==> src/rtl/multicycle_control_fsm.sv <==
// Multicycle control FSM: sequences IF/RF/execute/memory states and latches the opcode in flight.
// Latency: memory states (IF, LOAD4, STORE4) last MEM_LATENCY cycles, all others one cycle; outputs follow state.
// Backpressure: stall=1 freezes state, wait counter and opcode latch; rst overrides stall.
// Optional feature macro: CONTROL_ILLEGAL_TRAP_EN (undefined opcode enters a sticky TRAP state).
module multicycle_control_fsm #(
  parameter int OPCODE_W    = 6,
  parameter int STATE_W     = 4,  // must be >= 4
  parameter int MEM_LATENCY = 1   // 1..15; 1 reproduces the legacy timing
) (
  input  logic                clk,
  input  logic                rst,
  input  logic [OPCODE_W-1:0] opcode,
  input  logic                stall,
  output logic [STATE_W-1:0]  state,
  output logic [OPCODE_W-1:0] op_q,
  output logic                mem_en,
  output logic                instr_done,
  output logic                trap
);

  // Instruction set encodings
  localparam logic [OPCODE_W-1:0] OP_ADD  = OPCODE_W'(6'h01);
  localparam logic [OPCODE_W-1:0] OP_SUB  = OPCODE_W'(6'h02);
  localparam logic [OPCODE_W-1:0] OP_AND  = OPCODE_W'(6'h03);
  localparam logic [OPCODE_W-1:0] OP_OR   = OPCODE_W'(6'h04);
  localparam logic [OPCODE_W-1:0] OP_XOR  = OPCODE_W'(6'h05);
  localparam logic [OPCODE_W-1:0] OP_ADDI = OPCODE_W'(6'h09);
  localparam logic [OPCODE_W-1:0] OP_ANDI = OPCODE_W'(6'h0A);
  localparam logic [OPCODE_W-1:0] OP_ORI  = OPCODE_W'(6'h0B);
  localparam logic [OPCODE_W-1:0] OP_LD   = OPCODE_W'(6'h10);
  localparam logic [OPCODE_W-1:0] OP_STR  = OPCODE_W'(6'h11);
  localparam logic [OPCODE_W-1:0] OP_LDI  = OPCODE_W'(6'h12);
  localparam logic [OPCODE_W-1:0] OP_BEQ  = OPCODE_W'(6'h18);
  localparam logic [OPCODE_W-1:0] OP_JUMP = OPCODE_W'(6'h1C);

  localparam logic [3:0] CNT_LAST = 4'(MEM_LATENCY - 1);

  typedef enum logic [3:0] {
    S_IF       = 4'd0,
    S_RF       = 4'd1,
    S_IMM_INJ2 = 4'd2,
    S_ALU_R3   = 4'd3,
    S_ALU_RI3  = 4'd4,
    S_ALU_4    = 4'd5,
    S_BRANCH3  = 4'd6,
    S_MEM_REF3 = 4'd7,
    S_LOAD4    = 4'd8,
    S_STORE4   = 4'd9,
    S_LOAD5    = 4'd10,
    S_JUMP3    = 4'd11,
    S_TRAP     = 4'd12
  } state_t;

  state_t                state_q, state_d, nxt;
  logic [3:0]            cnt_q, cnt_d;
  logic [OPCODE_W-1:0]   opc_q, opc_d;
  logic                  cnt_last;
  logic                  done_raw;
  logic                  mem_st;

  function automatic logic is_rtype(input logic [OPCODE_W-1:0] o);
    return (o == OP_ADD) || (o == OP_SUB) || (o == OP_AND) || (o == OP_OR) || (o == OP_XOR);
  endfunction

  function automatic logic is_itype(input logic [OPCODE_W-1:0] o);
    return (o == OP_ADDI) || (o == OP_ANDI) || (o == OP_ORI);
  endfunction

  function automatic logic is_defined(input logic [OPCODE_W-1:0] o);
    return is_rtype(o) || is_itype(o) || (o == OP_LD) || (o == OP_STR) ||
           (o == OP_LDI) || (o == OP_BEQ) || (o == OP_JUMP);
  endfunction

  assign cnt_last = (cnt_q == CNT_LAST);

  // Next-state decode, output strobes and hold/advance of counter and opcode latch
  always_comb begin
    nxt      = state_q;
    done_raw = 1'b0;
    mem_st   = 1'b0;
    state_d  = state_q;
    cnt_d    = cnt_q;
    opc_d    = opc_q;

    case (state_q)
      S_IF: begin
        mem_st = 1'b1;
        if (cnt_last) begin
          // Only IF looks at the live opcode; everything later uses the latch.
          if (opcode == OP_LDI)        nxt = S_IMM_INJ2;
          else if (is_defined(opcode)) nxt = S_RF;
          else begin
`ifdef CONTROL_ILLEGAL_TRAP_EN
            nxt = S_TRAP;
`else
            nxt = S_RF;
`endif
          end
        end
      end
      S_RF: begin
        if (is_rtype(opc_q))                          nxt = S_ALU_R3;
        else if (is_itype(opc_q))                     nxt = S_ALU_RI3;
        else if (opc_q == OP_BEQ)                     nxt = S_BRANCH3;
        else if ((opc_q == OP_LD) || (opc_q == OP_STR)) nxt = S_MEM_REF3;
        else if (opc_q == OP_JUMP)                    nxt = S_JUMP3;
        else begin
          // Undefined opcode without trapping behaves as a NOP ending here.
          nxt      = S_IF;
          done_raw = 1'b1;
        end
      end
      S_IMM_INJ2: begin
        nxt      = S_IF;
        done_raw = 1'b1;
      end
      S_ALU_R3, S_ALU_RI3: nxt = S_ALU_4;
      S_ALU_4, S_BRANCH3, S_JUMP3, S_LOAD5: begin
        nxt      = S_IF;
        done_raw = 1'b1;
      end
      S_MEM_REF3: begin
        if (opc_q == OP_LD)       nxt = S_LOAD4;
        else if (opc_q == OP_STR) nxt = S_STORE4;
        else                      nxt = S_IF;
      end
      S_LOAD4: begin
        mem_st = 1'b1;
        if (cnt_last) nxt = S_LOAD5;
      end
      S_STORE4: begin
        mem_st = 1'b1;
        if (cnt_last) begin
          nxt      = S_IF;
          done_raw = 1'b1;
        end
      end
`ifdef CONTROL_ILLEGAL_TRAP_EN
      S_TRAP: nxt = S_TRAP;  // sticky until reset
`endif
      default: nxt = S_IF;   // unreachable encodings recover to fetch
    endcase

    if (!stall) begin
      state_d = nxt;
      if (nxt != state_q) cnt_d = 4'd0;
      else if (mem_st)    cnt_d = cnt_q + 4'd1;
      else                cnt_d = 4'd0;
      if ((state_q == S_IF) && cnt_last) opc_d = opcode;
    end
  end

  // State, wait counter and opcode latch registers
  always_ff @(posedge clk) begin
    if (rst) begin
      state_q <= S_IF;
      cnt_q   <= 4'd0;
      opc_q   <= '0;
    end else begin
      state_q <= state_d;
      cnt_q   <= cnt_d;
      opc_q   <= opc_d;
    end
  end

  assign state      = STATE_W'(state_q);
  assign op_q       = opc_q;
  assign mem_en     = mem_st;
  assign instr_done = done_raw & ~stall & ~rst;
`ifdef CONTROL_ILLEGAL_TRAP_EN
  assign trap       = (state_q == S_TRAP);
`else
  assign trap       = 1'b0;
`endif

endmodule

==> config.mk <==
export PLATFORM = sky130hd
export DESIGN_NAME = multicycle_control_fsm
export DESIGN_NICKNAME = d
export VERILOG_FILES = /design/src/rtl/multicycle_control_fsm.sv
export SDC_FILE = /design/constraint.sdc
export NUM_CORES = 1
export LEC_CHECK = 0
export ABC_AREA = 1
export CAP_MARGIN = 20
export CORE_MARGIN = 4
export CORE_UTILIZATION = 50
export DETAILED_ROUTE_END_ITERATION = 6
export GPL_TIMING_DRIVEN = 0
export PLACE_DENSITY_LB_ADDON = 0.1
export SYNTH_ARGS = -nofsm -noshare
export SYNTH_HDL_FRONTEND = slang
export SYNTH_SLANG_ARGS = --single-unit
export TNS_END_PERCENT = 50
==> constraint.sdc <==
create_clock -name clk -period 2.05 [get_ports clk]
set_input_delay 0.615 -clock clk [delete_from_list [all_inputs] [get_ports clk]]
set_output_delay 0.615 -clock clk [all_outputs]
set_load 0.01 [all_outputs]
run_1/sizes.png
Bar = 20 um.
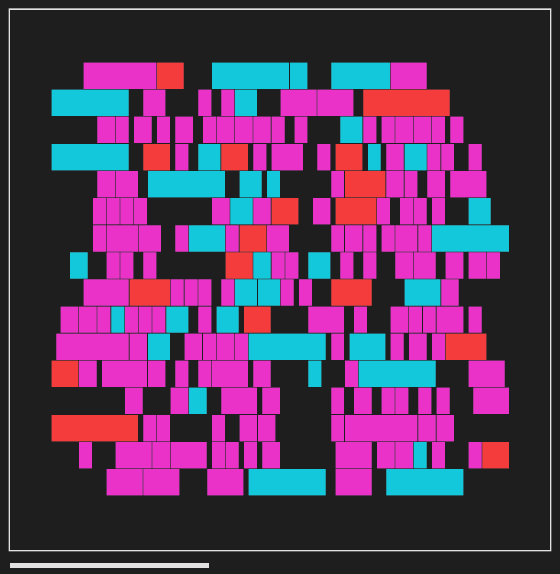
| color | size | cells | share |
|---|---|---|---|
| cyan | _2 cells | 35 | 17% |
| magenta | _0 and _1 cells | 152 | 75% |
| red | _3 and _4 cells | 17 | 8.3% |
Design Area, Final: 1390 sq um
P&R area growth vs syn: 30.1%

run_1/clocks.png
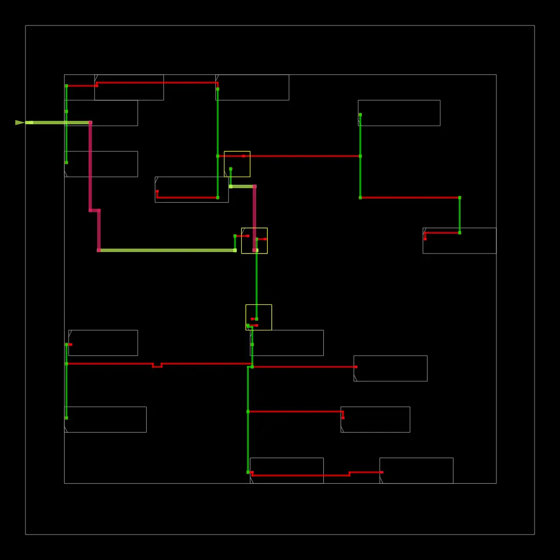
clk latency late pin: 0.28 ns
Final Skew: 0.00538 ns

==> results.yml, run 1 <==
# synthesis and place-and-route metrics
critical_path:
  crit_required_ns: 1.43
  startpoint: "cnt_q[1]"
  max_stage_delay_ns: 0.34
  cp_cell_sequence: "inv_1, ha_1, nand2_2, nor2_4, nand3_1, a41oi_2, buf_2"
  critPathCaptureType: "output pin"
  worstRegToRegCells: 13
  critPathKind: "reg2out"
  reg2reg_from: "cnt_q[1]"
  critPathLaunchType: "flop"
  endpoint: "instr_done"
  worst_path_dominant_cell_family: "flip-flops"
  path_buffers: 2
  regToRegEndpoint: "cnt_q[1]"
place:
  dp_slack_ns: -0.645
  dp.cells: 223
  gp_congestion: 0.870
  port_buffers: 19
finish:
  diodes: 0
  nFillCells: 186
  final_cells: 231
  mostFrequentLayoutCells: "nand2_1, inv_1, nor2_1, a21oi_1, clkdlybuf4s50_1"
  final_common_cell: "nand2_1"
  seq_area_sq_um: 299
routing:
  post_drt_wl_per_cell_um: 12.3
  via_count: 1178
  postRouteWirelength_um: 2830
  first_iter_violations: 12
  via_per_inst: 5.10
synth:
  postSynthAreaPerCell_sq_um: 6.03
  ys_chip_area_sq_um: 1070
  synth_cell_types: 23
  synth-simple-area-share: 0.417
  ys_seq_share: 0.263
  ys.flops: 14
  adder_share: 0.0234
  yosys-stat-cells: 177
  ys_sh_mux: 0
  synth-warning-count: 0
global_route:
  grt_max_degree: 11
  grtUsageTotal: 0.228
  antenna_found_initial: 0
  grt_pass1_vias: 1218
final_timing:
  setup_viol: 1
  hold_viol: 0
  rsz0062_at_grt: "true"
  min_period_ns: 2.12
  worst_slack_ns: -0.0654
  report.final.slew_viol_count: 0
  fmax_mhz: 473
power:
  sequentialPower_uw: 326
  p_int_uw: 489
  total_switching_power_uw: 301
  peakVddDrop_mv: 0.389
  p_clk_frac: 0.206
  p_leak_uw: 0.000652
cts:
  h-tree-depth: 1
  cts.sinks: 14
  clock_path_buffers: 2
  clkTransAtPathRegs_ns: 0.09
die:
  die_y_um: 54.2
  ios: 22
hold_path:
  min_path_type: "reg2reg"
  hp-start: "cnt_q[3]"
  min_path_cells: 2
run_status:
  violations: "setup timing"
  status: "complete, but fails checks"
run:
  maxCapViolCount: 0
  openroad.warnings: 29
run_1/layer_met2.png
Cells faint in the background.
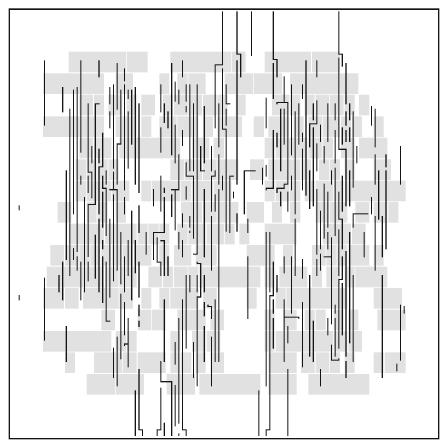
main direction: vertical
wire length on this layer: 1430 um
nets with wire on the layer: 182
share of all routed wire: 50%
longest straight run: 21.8 um

run_1/wires.png
Only two layers are drawn.
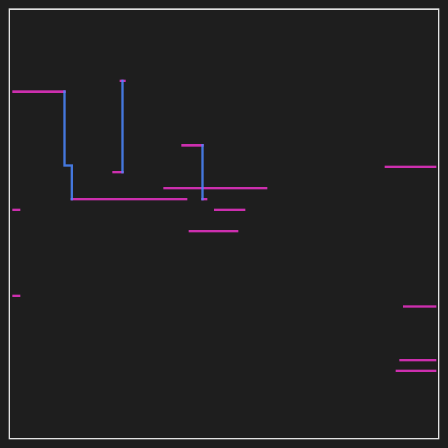
| color | layer | wire length |
|---|---|---|
| magenta | metal 3 | 68.3 um |
| blue | metal 4 | 32.9 um |

-- run 1: what timing repair did --
action                                  CTS  global route
pin swaps                                 2             0
endpoints found under the setup margin    2             4
setup buffers                             5             0
cloned                                    0             0
resized                                  25             5
-- run 1: metal layers --
layer,share of wire,track usage
met4,0.011,0.0788
met5,0,0
met1,0.46,0.286
met2,0.50,0.398
met3,0.024,0.0249
-- run 1: synthesized netlist by cell type, drive strengths merged --
master,number,area (sq um)
a21oi,16,80.1
a41oi,1,8.76
buf,3,20.0
clkbuf,1,3.75
clkinv,1,5.00
conb,1,3.75
dfxtp,14,280
ha,2,25.0
inv,31,116
nand2,38,150
nand3,15,90.1
nand3b,1,7.51
nand4,6,37.5
nor2,32,160
o21ai,14,70.1
xnor2,1,8.76
-- run 1: registers in the layout, summed over array words and instances, names as in the netlist --
name	flops
cnt_q	4
state	4
op_q	6
-- run 1: worst min-delay path, stage by stage, from the launching register on --
cell	delay (ns)
dfxtp_1	0.34
nand2_1	0.07
a21oi_1	0.06
-- run 1: final cells by class --
class                      count  share of cell area
inverter                      32              0.0874
tap                           27              0.0243
multi-input combinational    127               0.484
sequential                    14               0.215
clock buffer                   3              0.0162
buffer                         4              0.0171
timing repair buffer          24               0.156
-- run 1: per-stage QoR --
stage | area, sq um | setup TNS [ns] | hold WS, ns | utilization | power [uW]
5_1_grt | 1390 | -0.178 | 0.531 | 0.694 | 841
3_5_place_dp | 1290 | -0.759 | 0.491 | 0.645 | 609
6_report | 1390 | -0.0654 | 0.504 | 0.694 | 790
4_1_cts | 1390 | -0.0627 | 0.504 | 0.693 | 785
2_1_floorplan | 1070 | 0 | 0.469 | - | 506
3_3_place_gp | 1290 | -0.722 | 0.482 | 0.645 | 602
--- run 2 (diff from run 1) ---
Settings changed: CTS_CLUSTER_SIZE set to 30.
run_2/layer_met1.png
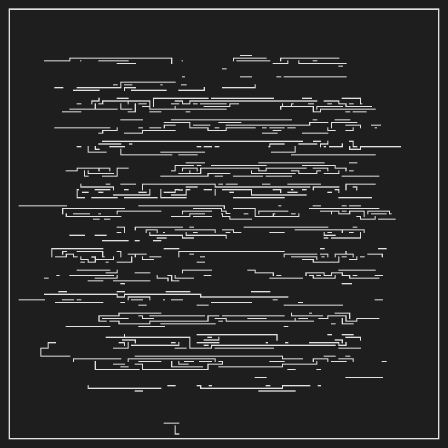
longest straight run: 25.3 um
nets with wire on the layer: 204
share of all routed wire: 46%
wire length on this layer: 1300 um

==> results.yml, run 2 <==
# synthesis and place-and-route metrics
finish:
  final_cells: 231
  final_common_cell: "nand2_1"
  mostFrequentLayoutCells: "nand2_1, inv_1, nor2_1, a21oi_1, clkdlybuf4s50_1"
  largest_reg_flops: 6
  synthToLayoutAreaGrowth_pct: 30.1
critical_path:
  crit_required_ns: 1.43
  worstRegToRegCells: 13
  endpoint: "instr_done"
  regToRegEndpoint: "cnt_q[1]"
  critPathKind: "reg2out"
  critPathCaptureType: "output pin"
  reg2reg_from: "cnt_q[1]"
synth:
  synth_top_area_share: 0.263
  most_common_cell: "nand2_1"
  edf_count: 0
  top_cells_by_area: "dfxtp_1, nand2_1, inv_1, nor2_2, a21oi_1"
  common_cells: "nand2_1, inv_1, nor2_1"
  synth-async-reset-ratio: 0
final_timing:
  worst_slack_ns: -0.0654
  clock_skew_ns: 0.00538
  rsz0062_at_grt: "true"
  setup_viol: 1
  min_period_ns: 2.12
  fmax_mhz: 473
  hold_viol: 0
  hold_slack_ns: 0.504
global_route:
  grt_pass1_vias: 1218
  antenna_found_initial: 0
  grt_max_degree: 11
power:
  p_clk_frac: 0.206
  peakVddDrop_mv: 0.389
  p_leak_uw: 0.000652
  p_int_uw: 489
  total_switching_power_uw: 301
routing:
  postRouteWirelength_um: 2830
  first_iter_violations: 12
  via_count: 1178
cts:
  h-tree-depth: 1
  clock_path_buffers: 2
  clk_latency_ns: 0.28
  cts.sinks: 14
  clkTransAtPathRegs_ns: 0.09
die:
  die_y_um: 54.2
  ios: 22
place:
  dp.cells: 223
  gp_congestion: 0.870
  dpl_cell_area_sq_um: 1290
run_status:
  status: "complete, but fails checks"
  violations: "setup timing"
run:
  maxCapViolCount: 0
hold_path:
  min_path_type: "reg2reg"
  min_path_cells: 2
  hp-start: "cnt_q[3]"
-- run 2: cell counts after synthesis --
Identical to the previous run, type by type.
-- run 2: timing repair --
item                                    CTS  global route
cloned                                    0             0
setup buffers                             5             0
pin swaps                                 2             0
endpoints found under the setup margin    2             4
gates resized                            25             5
-- run 2: final cells by class --
class	instances	area, sq um
flip-flops and latches	14	299
fillers	186	613
repair buffers	24	216
inverters	32	121
well taps	27	33.8
multi-input cells	127	672
clock buffers	3	22.5
plain buffers	4	23.8
-- run 2: cells by family after synthesis --
group | synth area share
adder cells (fa/ha/maj) | 0.0234
other | 0.00351
XOR/XNOR | 0.00821
buffers and inverters | 0.136
flip-flops | 0.263
AND-OR/OR-AND | 0.149
AND/OR/NAND/NOR | 0.417
-- run 2: stage by stage --
step | setup TNS [ns] | power [uW] | utilization
after floorplan | 0 | 506 | -
after global placement | -0.722 | 602 | 0.645
after detailed placement | -0.759 | 609 | 0.645
after CTS | -0.0627 | 785 | 0.693
after global routing | -0.178 | 841 | 0.694
final | -0.0654 | 790 | 0.694
-- run 2: power by group through the flow --
stage	combinational [uW]	clock, uW	sequential [uW]
after global placement	276	0	326
after CTS	298	163	325
after floorplan	175	0	330
after detailed placement	283	0	327
final	301	163	326
after global routing	337	174	331
-- run 2: routing by layer --
| metal | vias up | GRT usage | part of all wire |
|---|---|---|---|
| li1 | 615 | - | - |
| met1 | 539 | 0.286 | 0.46 |
| met2 | 18 | 0.398 | 0.50 |
| met3 | 6 | 0.0249 | 0.024 |
| met4 | 0 | 0.0788 | 0.011 |
| met5 | - | 0 | 0 |
-- run 2: worst max-delay path, cell delays in order (launching register included) --
cell     delay (ns)
dfxtp_2        0.34
inv_1          0.06
ha_1           0.17
nand2_2        0.08
nor2_4         0.11
nand3_1        0.12
a41oi_2        0.20
buf_2          0.15
No activity file was given, so power comes from the tool's default toggle rates.
